==> config.mk <==
export PLATFORM = sky130hd
export DESIGN_NAME = bitwise_logic_pipe
export DESIGN_NICKNAME = d
export VERILOG_FILES = /design/src/rtl/bitwise_logic_pkg.sv /design/src/rtl/bitwise_op_core.sv /design/src/rtl/bitwise_logic_pipe.sv
export SDC_FILE = /design/constraint.sdc
export NUM_CORES = 1
export LEC_CHECK = 0
export CAP_MARGIN = 20
export CORE_MARGIN = 8
export CORE_UTILIZATION = 55
export DETAILED_ROUTE_END_ITERATION = 8
export HOLD_SLACK_MARGIN = 0.1
export PLACE_DENSITY = 0.86
export SLEW_MARGIN = 5
export SYNTH_ARGS = -nofsm -noshare
export SYNTH_HDL_FRONTEND = slang
export SYNTH_SLANG_ARGS = --single-unit
export TNS_END_PERCENT = 1
==> constraint.sdc <==
create_clock -name clk -period 5.41 [get_ports clk]
set_clock_uncertainty 0.05 [all_clocks]
set_input_delay 0.8115 -clock clk [delete_from_list [all_inputs] [get_ports clk]]
set_output_delay 0.8115 -clock clk [all_outputs]
set_load 0.005 [all_outputs]
Figure 1. Met2 routing.
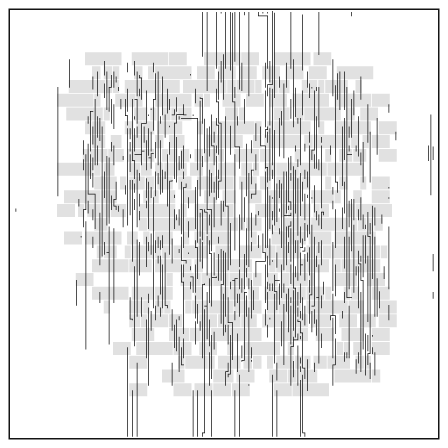
nets with wire on the layer = 344
longest straight run = 41.5 um
GRT met2 Usage: 0.318
WL final: 6480 um
DR vias: 2477

Figure 2. Clock wiring as the flow saved it.
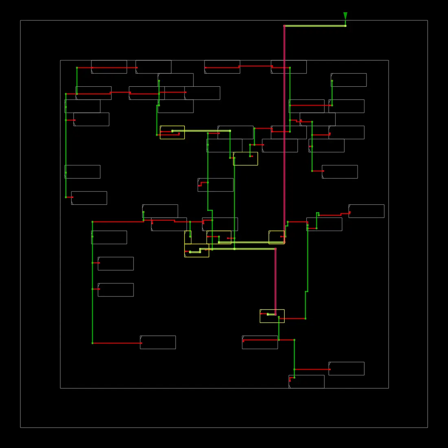
Clock Sinks: 37
registers: 37
Num CTS Buffers: 5
clock-net power: 0.186 mW
Latency at later pin: 290 ps

Figure 3. Wiring by layer.
Two of the layers only.
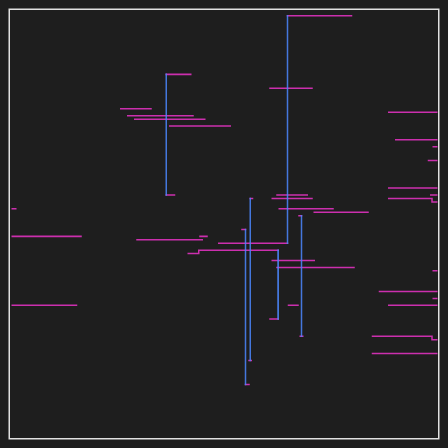
blue -> metal 4  # wire length 169 um
magenta -> metal 3  # wire length 298 um
routed len/inst: 15.4 um
global router's overall resource usage: 0.186

==> results.sh <==
# source this file to load flow results
export IMPL_drc=0
export IMPL_max_freq_ghz=0.255
export IMPL_slew_viol_final=0
export IMPL_hold_viol_final=0
export IMPL_die_size_y_um=84.4
export IMPL_flop_cell="dfxtp_1"
export IMPL_p_total_mw=0.655
export IMPL_path_cells="clkdlybuf4s50_1 > inv_1 > ha_1 > or3b_2 > o2111ai_1 > o21ai_0 > a21oi_1 > inv_1 > ha_1 > xnor2_1 > xnor2_1 > or3_1 > a21o_1 > a311oi_2"
export IMPL_cp_buffers_inverters=3
export IMPL_hold_path_depth=2
export IMPL_core_sq_mm=0.00463
export IMPL_post_route_period_util=0.726
export IMPL_place_congestion=0.936
export IMPL_warning_count=36
export IMPL_worst_slew_pin_transition_ps=809
export IMPL_die_area_sq_mm=0.00713
export IMPL_synthesis_nets=376
export IMPL_flop_area_sq_um=741
export IMPL_mux_share=0.0894
export IMPL_synth_area_sq_mm=0.00258
export IMPL_fin_ws_ps=1480
export IMPL_dp_cells=413
export IMPL_slowest_stage="clkdlybuf4s50_1"
export IMPL_synth_area_yosys_sq_mm=0.00258
export IMPL_async_reset_ff_frac=0
export IMPL_ys_sh_simple=0.205
export IMPL_critPathArrivalTime_ps=4080
export IMPL_final_util=0.672
export IMPL_fin_crit_ps=3930
export IMPL_cp_start_kind="primary input"
export IMPL_yosysTopAreaCell="dfxtp_1"
export IMPL_ff2ff_setup_slack_ps=1900
export IMPL_avgSynthCellArea_sq_um=7.81
export IMPL_nFillCells=397
export IMPL_yosysUniqueCellTypes=51
export IMPL_hold_slack_ps=408
export IMPL_post_place_ws_ps=1200
export IMPL_drtIter0Drc=210
export IMPL_drive_gt1_frac=0.0710
export IMPL_grt_overflow=0
export IMPL_rows=25
export IMPL_logic_family="AND-OR/OR-AND gates"
export IMPL_nets=412
export IMPL_lay_top_count="clkdlybuf4s50_1"
export IMPL_chipWidth_um=84.4
export IMPL_cts_hold_buf=0
export IMPL_synthAdderAreaFrac=0.107
export IMPL_n_antenna_cell=0
export IMPL_ys_seq_share=0.288
export IMPL_relSlewSlack=0.459
export IMPL_rsz0062_at_grt="false"
export IMPL_synth_top_area_share=0.288
export IMPL_ys_warn_count=0
export IMPL_cts_htree_levels=2
export IMPL_ir_drop_v=0.000113
export IMPL_synth_seq_cells=37
export IMPL_grt_max_degree=39
export IMPL_hpwlAfterDp_um=4760
export IMPL_critPathKind="primary input to flip-flop"
export IMPL_via_per_inst=5.90
export IMPL_postCtsSetupBuffers=0
export IMPL_ios=45
export IMPL_worstPathMaxFanout=5
export IMPL_area_combinational_sq_mm=0.00163
export IMPL_reg2reg_depth=9
export IMPL_root_buffer="clkbuf_8"
export IMPL_cp_required_ps=5570
export IMPL_cts_reportedPaths_clkPinSlew_ps=70
export IMPL_grt_pass1_wl_um=11000
export IMPL_dpl_cell_area_sq_mm=0.00303
export IMPL_setup_violations=0
export IMPL_synth_xor_xnor_area_share=0.0204
export IMPL_drv_cap=0
export IMPL_hp_class="flip-flop to flip-flop"
export IMPL_powerDensity_mw_per_mm2=211
export IMPL_antenna_found_initial=0
export IMPL_syn_inst=330
export IMPL_fin_cells=420
export IMPL_grt_pass1_vias=2337
export IMPL_status="complete, no violations"
export IMPL_clockBufferDepth=2
export IMPL_max_stage_delay_ps=540
export IMPL_p_leak_nw=1.28
export IMPL_yosys_cells=330
export IMPL_path_depth=14
export IMPL_postRouteAntennaNets=0
export IMPL_post_cts_resized=0
export IMPL_io_buffers=44
export IMPL_area_growth_pct=20.7
export IMPL_cp_top_family="AND-OR/OR-AND gates"
export IMPL_ys_sh_aoi=0.212
export IMPL_fin_setup_tns_ps=0
export IMPL_top_cells_by_area="dfxtp_1 29%, ha_1 11%, a21oi_1 6.2%"
export IMPL_worst_setup_path_end_kind="flip-flop"
export IMPL_edf_count=0
export IMPL_fp_util=0.556
export IMPL_cts_tree="built"
export IMPL_final_area_sq_mm=0.00311
export IMPL_dr_pass1_iters=5
==> layer usage <==
layer / track usage / wire [um] / vias to the layer above
li1: - / - / 1241
met1: 0.215 / 2770 / 1164
met2: 0.318 / 3250 / 60
met3: 0.0390 / 297 / 12
met4: 0.0922 / 168 / 0
met5: 0 / 0 / -
==> worst min-delay path: cells and delay by family (launching register included) <==
family	cells	cell delay, ps
AND-OR/OR-AND	1	50
flip-flops	1	310
AND/OR/NAND/NOR	1	50
==> logic make-up (layout without fill, tap and decap cells) <==
logic type	Yosys count	after routing
xor+xnor	6	6
mux	20	20
flops	37	37
compound gates	86	86
fa+ha+maj	22	22
simple gates	111	111
buf+inv	48	84
==> Yosys cell counts (all sizes together), types with 3 or more instances <==
library cell   n
dfxtp         37
nand2         34
a21oi         32
nor2          31
inv           26
ha            22
clkbuf        14
mux2i         14
o21ai         14
a22oi         13
nor3           9
buf            7
nand3          7
or3            6
a211oi         5
a31oi          5
and3           5
mux2           4
nor4           4
xnor2          4
o2111ai        3
or2            3
==> report_power, final <==
part | internal, mW | total [mW] | switching (mW)
combinational | 0.0882 | 0.181 | 0.0927
clock | 0.0892 | 0.186 | 0.0971
sequential | 0.282 | 0.288 | 0.00582
==> area by class of cell <==
class                   count  area share
multi-input cells         245       0.525
flip-flops and latches     37       0.238
repair buffers             50       0.156
inverters                  27      0.0326
clock buffers               6      0.0233
well taps                  54      0.0217
clock inverters             1     0.00282
Power and IR drop assume default switching activity.
